[config.mk]
export PLATFORM = sky130hd
export DESIGN_NAME = column_expander_flat
export DESIGN_NICKNAME = d
export VERILOG_FILES = /design/src/rtl/column_expander_if.sv /design/src/rtl/column_expander.sv /design/src/flat_wrapper.sv
export SDC_FILE = /design/constraint.sdc
export NUM_CORES = 1
export LEC_CHECK = 0
export CAP_MARGIN = 30
export CORE_AREA = 4 4 218 220
export CTS_BUF_LIST = sky130_fd_sc_hd__clkbuf_2
export DETAILED_ROUTE_END_ITERATION = 7
export DIE_AREA = 0 0 222 224
export GPL_ROUTABILITY_DRIVEN = 0
export GPL_TIMING_DRIVEN = 0
export HOLD_SLACK_MARGIN = 0.15
export PLACE_DENSITY = 0.77
export REMOVE_ABC_BUFFERS = 1
export SLEW_MARGIN = 30
export SYNTH_ARGS = -nofsm -noshare
export SYNTH_HDL_FRONTEND = slang
export SYNTH_SLANG_ARGS = --single-unit
[constraint.sdc]
create_clock -name clk -period 4.6 [get_ports clk]
set_input_delay 0.92 -clock clk [delete_from_list [all_inputs] [get_ports clk]]
set_output_delay 0.92 -clock clk [all_outputs]
set_load 0.01 [all_outputs]
[src/rtl/column_expander_if.sv]
// rtl/column_expander_if.sv - pair input, expanded output and status signals of the column expander
interface column_expander_if #(
  parameter int COL_WIDTH   = 32,
  parameter int COUNT_WIDTH = 5
);
  logic                   push_in;
  logic [COL_WIDTH-1:0]   in_col_index;
  logic [COUNT_WIDTH-1:0] in_count;
  logic                   stall_in;
  logic                   push_out;
  logic [COL_WIDTH-1:0]   out_col_index;
  logic                   almost_full;
  logic                   overflow;
  logic                   idle;

  modport master (
    output push_in, in_col_index, in_count, stall_in,
    input  push_out, out_col_index, almost_full, overflow, idle
  );

  modport slave (
    input  push_in, in_col_index, in_count, stall_in,
    output push_out, out_col_index, almost_full, overflow, idle
  );
endinterface

[src/rtl/column_expander.sv]
// rtl/column_expander.sv - run-length expander replaying each (column, count) pair count+1 times
module column_expander #(
  parameter int COL_WIDTH   = 32,
  parameter int COUNT_WIDTH = 5,
  parameter int FIFO_LOG2   = 4,
  parameter int AF_SLACK    = 4
) (
  input  logic               clk,
  input  logic               reset,
  column_expander_if.slave   bus
);
  localparam int DEPTH = 1 << FIFO_LOG2;
  localparam logic [FIFO_LOG2:0] DEPTH_V  = (FIFO_LOG2+1)'(DEPTH);
  localparam logic [FIFO_LOG2:0] AF_LEVEL = (FIFO_LOG2+1)'(DEPTH - AF_SLACK);

  typedef enum logic {ST_IDLE, ST_EMIT} state_t;

  logic [COL_WIDTH-1:0]   mem_col_q [DEPTH];
  logic [COUNT_WIDTH-1:0] mem_cnt_q [DEPTH];

  state_t                 state_q, state_d;
  logic [FIFO_LOG2-1:0]   wr_ptr_q, wr_ptr_d, rd_ptr_q, rd_ptr_d;
  logic [FIFO_LOG2:0]     occ_q, occ_d;
  logic [COL_WIDTH-1:0]   cur_col_q, cur_col_d;
  logic [COUNT_WIDTH-1:0] remaining_q, remaining_d;
  logic                   push_out_q, push_out_d;
  logic [COL_WIDTH-1:0]   out_col_q, out_col_d;
  logic                   almost_full_q, almost_full_d;
  logic                   overflow_q, overflow_d;
  logic                   idle_q, idle_d;

  logic fifo_full, fifo_empty, wr_en, pop;

  assign fifo_full  = (occ_q == DEPTH_V);
  assign fifo_empty = (occ_q == '0);

  always_comb begin
    state_d       = state_q;
    cur_col_d     = cur_col_q;
    remaining_d   = remaining_q;
    out_col_d     = out_col_q;
    push_out_d    = 1'b0;
    pop           = 1'b0;
    // Fullness is judged before this cycle's pop, so a same-cycle pop never rescues a push.
    wr_en         = bus.push_in && !fifo_full;
    overflow_d    = overflow_q || (bus.push_in && fifo_full);

    case (state_q)
      ST_IDLE: begin
        if (!fifo_empty) begin
          pop         = 1'b1;
          cur_col_d   = mem_col_q[rd_ptr_q];
          remaining_d = mem_cnt_q[rd_ptr_q];
          state_d     = ST_EMIT;
        end
      end
      ST_EMIT: begin
        if (!bus.stall_in) begin
          push_out_d = 1'b1;
          out_col_d  = cur_col_q;
          if (remaining_q != '0) begin
            remaining_d = remaining_q - COUNT_WIDTH'(1);
          end else if (!fifo_empty) begin
            pop         = 1'b1;
            cur_col_d   = mem_col_q[rd_ptr_q];
            remaining_d = mem_cnt_q[rd_ptr_q];
          end else begin
            state_d = ST_IDLE;
          end
        end
      end
      default: state_d = ST_IDLE;
    endcase

    wr_ptr_d      = wr_ptr_q + FIFO_LOG2'(wr_en);
    rd_ptr_d      = rd_ptr_q + FIFO_LOG2'(pop);
    occ_d         = occ_q + (FIFO_LOG2+1)'(wr_en) - (FIFO_LOG2+1)'(pop);
    almost_full_d = (occ_d >= AF_LEVEL);
    idle_d        = (occ_d == '0) && (state_d == ST_IDLE);
  end

  always_ff @(posedge clk) begin
    if (wr_en) begin
      mem_col_q[wr_ptr_q] <= bus.in_col_index;
      mem_cnt_q[wr_ptr_q] <= bus.in_count;
    end
  end

  always_ff @(posedge clk) begin
    if (reset) begin
      state_q       <= ST_IDLE;
      wr_ptr_q      <= '0;
      rd_ptr_q      <= '0;
      occ_q         <= '0;
      cur_col_q     <= '0;
      remaining_q   <= '0;
      push_out_q    <= 1'b0;
      out_col_q     <= '0;
      almost_full_q <= 1'b0;
      overflow_q    <= 1'b0;
      idle_q        <= 1'b1;
    end else begin
      state_q       <= state_d;
      wr_ptr_q      <= wr_ptr_d;
      rd_ptr_q      <= rd_ptr_d;
      occ_q         <= occ_d;
      cur_col_q     <= cur_col_d;
      remaining_q   <= remaining_d;
      push_out_q    <= push_out_d;
      out_col_q     <= out_col_d;
      almost_full_q <= almost_full_d;
      overflow_q    <= overflow_d;
      idle_q        <= idle_d;
    end
  end

  assign bus.push_out      = push_out_q;
  assign bus.out_col_index = out_col_q;
  assign bus.almost_full   = almost_full_q;
  assign bus.overflow      = overflow_q;
  assign bus.idle          = idle_q;
endmodule
[src/flat_wrapper.sv]
// flat-port wrapper written by rule: the top's interface ports become plain ports
module column_expander_flat 
#(
  parameter int COL_WIDTH   = 32,
  parameter int COUNT_WIDTH = 5,
  parameter int FIFO_LOG2   = 4,
  parameter int AF_SLACK    = 4
)
  (clk, reset, bus_push_in, bus_in_col_index, bus_in_count, bus_stall_in, bus_push_out, bus_out_col_index, bus_almost_full, bus_overflow, bus_idle);
  column_expander_if #(.COL_WIDTH(COL_WIDTH), .COUNT_WIDTH(COUNT_WIDTH)) bus_i ();
  input  logic clk;
  input  logic reset;
  input wire logic [$bits(bus_i.push_in)-1:0] bus_push_in;
  input wire logic [$bits(bus_i.in_col_index)-1:0] bus_in_col_index;
  input wire logic [$bits(bus_i.in_count)-1:0] bus_in_count;
  input wire logic [$bits(bus_i.stall_in)-1:0] bus_stall_in;
  output wire logic [$bits(bus_i.push_out)-1:0] bus_push_out;
  output wire logic [$bits(bus_i.out_col_index)-1:0] bus_out_col_index;
  output wire logic [$bits(bus_i.almost_full)-1:0] bus_almost_full;
  output wire logic [$bits(bus_i.overflow)-1:0] bus_overflow;
  output wire logic [$bits(bus_i.idle)-1:0] bus_idle;
  assign bus_i.push_in = bus_push_in;
  assign bus_i.in_col_index = bus_in_col_index;
  assign bus_i.in_count = bus_in_count;
  assign bus_i.stall_in = bus_stall_in;
  assign bus_push_out = bus_i.push_out;
  assign bus_out_col_index = bus_i.out_col_index;
  assign bus_almost_full = bus_i.almost_full;
  assign bus_overflow = bus_i.overflow;
  assign bus_idle = bus_i.idle;
  column_expander #(.COL_WIDTH(COL_WIDTH), .COUNT_WIDTH(COUNT_WIDTH), .FIFO_LOG2(FIFO_LOG2), .AF_SLACK(AF_SLACK)) u_core (.clk(clk), .reset(reset), .bus(bus_i));
endmodule
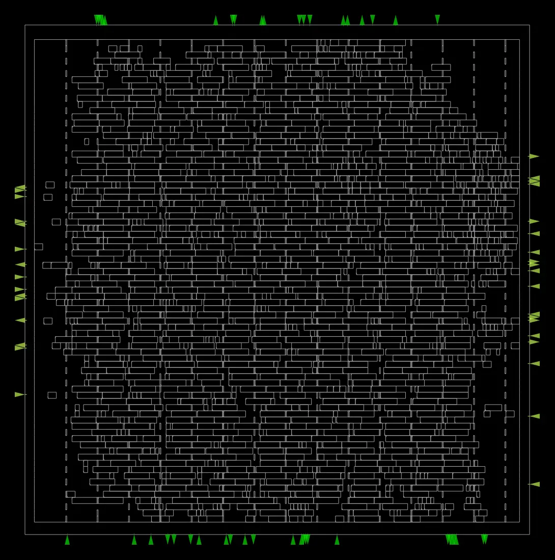
(images/final_placement.png)
Post-Route Utilization: 0.6605
fillers: 2887
post-route non-filler standard cell count: 2181

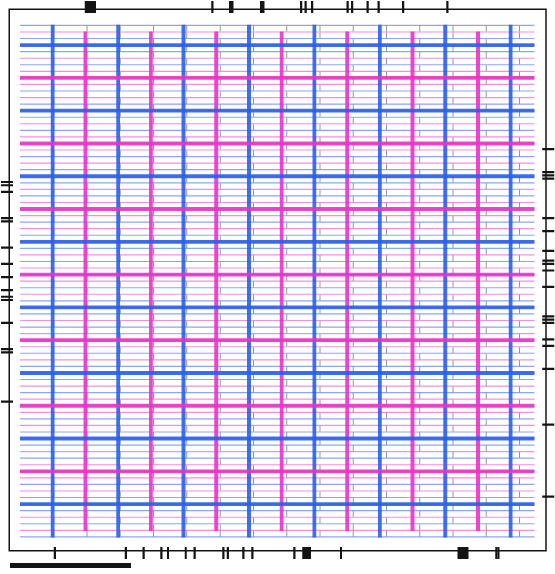
(images/pdn.png)
The bar under the picture is 50 um long. Pins as bars on the die edge. Tap cells in grey.
legend:
  blue:
    net: VSS
  magenta:
    net: VDD
signal pins: 77
met1 rails: 79
met5 straps: 15
maximum VDD drop: 322.6 uV
width of the die: 222 um

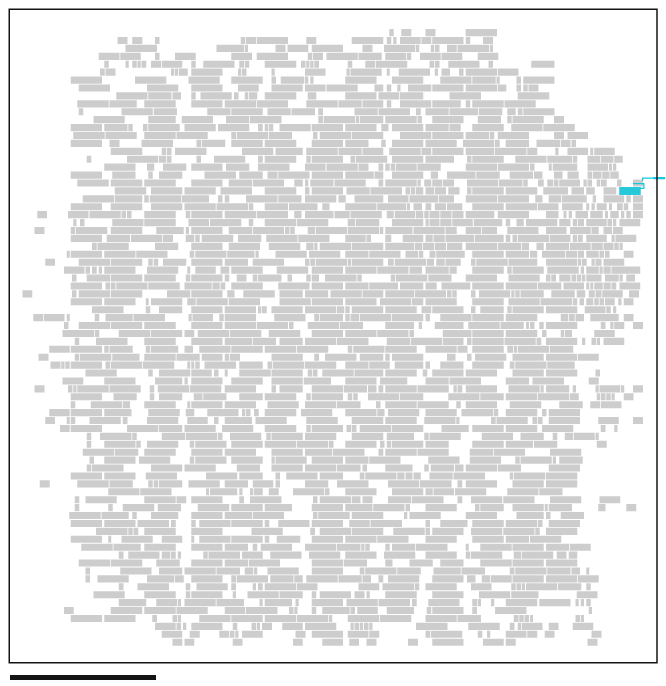
(images/port_nets.png)
The bar under the picture is 50 um long.
legend:
  cyan:
    port: bus_almost_full
    bits: 1
    direction: output
    edge: right
    end_cells: 1
    buffers: 1
    wire: 11.5 um

==> metrics.json <==
{
  "most-common-layout-cells": "sky130_fd_sc_hd__edfxtp_1 (592), sky130_fd_sc_hd__clkbuf_2 (247), sky130_fd_sc_hd__mux4_2 (140), sky130_fd_sc_hd__dfxtp_1 (83), sky130_fd_sc_hd__clkdlybuf4s50_1 (75)",
  "clk_pin_slew_ns": 0.10,
  "grt.met3_usage": 0.05831,
  "hpwlAfterDp_mm": 35.18,
  "drv_cap": 0,
  "asyncSetResetFlopFracSynth": 0,
  "cp.required_ns": 5.49,
  "numPortBuffers": 76,
  "chain_of_cells_forming_the_critical_path": "inv_1 > ha_1 > and4_1 > nor2b_1 > or3b_2 > nor3_2 > buf_6 > buf_4 > buf_4",
  "ff_type": "sky130_fd_sc_hd__edfxtp_1",
  "cts.path.max_buffers": 3,
  "most_instantiated_logic_cell_after_routing": "sky130_fd_sc_hd__edfxtp_1",
  "dr_total_vias": 13009,
  "yosys_cells": 1194,
  "min_delay_path_depth": 2,
  "antenna_found_initial": 5,
  "total_congestion_overflow": 0,
  "simple_gate_share": 0.02433,
  "detail_route.wirelength_mm": 55.50,
  "tritoncts_clock_tree": "built",
  "drtAntennaViolNets": 0,
  "chip_area_um2": 49730,
  "status": "finished, final reports clean",
  "r2r_end": "u_core.mem_col_q[0][2]",
  "ctsResizeCount": 0,
  "wl_per_cell_um": 25.45
}
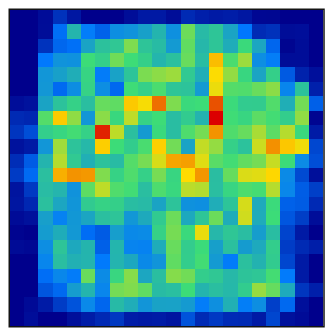
(images/wire_density.png)
The die is cut into 22 by 22 equal tiles; dark blue is low, red is high, scaled to the fullest tile. Values are wire area over tile area, all layers added.
tiles over half the peak: 24%
mean over tiles: 0.18
fullest tile: 0.52
nearly empty tiles: 8.9%

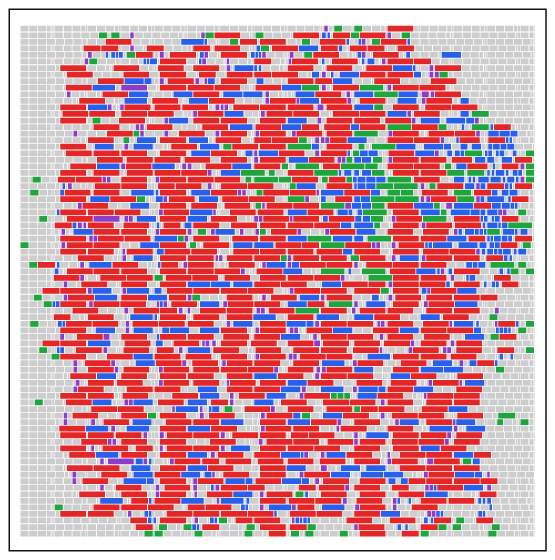
(images/cell_classes.png)
Fill, decap, tap and diode cells in grey.
legend:
  red:
    class: flops
    cells: 679
  green:
    class: other buffers and delay cells
    cells: 153
  blue:
    class: all other logic
    cells: 449
  purple:
    class: clock drivers and dummy loads
    cells: 299

==> tightest hold or removal path, stage by stage (launching register included) <==
cell and delay [ns]:
sky130_fd_sc_hd__dfxtp_1 0.32, sky130_fd_sc_hd__nand2_1 0.05, sky130_fd_sc_hd__a21oi_1 0.05
==> Yosys cell counts (all sizes together) (2+ instances only) <==
master	number
a22o	32
a22oi	2
nand3b	2
nor2b	9
nor2	31
o221a	2
xor2	3
mux4	182
xnor2	5
nand3	8
buf	36
nor3	5
a21oi	41
dfxtp	87
edfxtp	592
nand2	70
clkbuf	30
inv	12
ha	12
mux2i	4
o21ai	4
nand2b	5
==> where the power goes <==
| group | internal (mW) | switching (mW) | total (mW) |
|---|---|---|---|
| Sequential | 7.06 | 0.270 | 7.33 |
| Combinational | 1.56 | 1.36 | 2.92 |
| Clock | 1.61 | 2.30 | 3.91 |
| Total | 10.2 | 3.93 | 14.2 |
==> registers in the layout, indices dropped and copies added (netlist names), 4 cells and up <==
name,cells
u_core.mem_cnt_q,80
u_core.rd_ptr_q,4
u_core.wr_ptr_q,4
u_core.cur_col_q,32
u_core.occ_q,5
u_core.bus.out_col_index,32
u_core.remaining_q,5
u_core.mem_col_q,512
==> layout make-up <==
cell class	count	area, um^2
Multi-Input combinational cell	437	5922
Fill cell	2887	15370
Clock buffer	247	1236
Inverter	12	45.04
Timing Repair Buffer	153	2107
Sequential cell	679	19530
Antenna cell	1	2.502
Tap cell	600	750.7
Clock inverter	52	311.5
==> stage by stage <==
step | cells | utilization
final | 2181 | 0.6605
after global routing | 2181 | 0.6605
after CTS | 2180 | 0.6604
after detailed placement | 1879 | 0.6258
after global placement | 1804 | 0.5933
after floorplan | 1128 | -
Power is estimated from default activity; no workload was simulated.
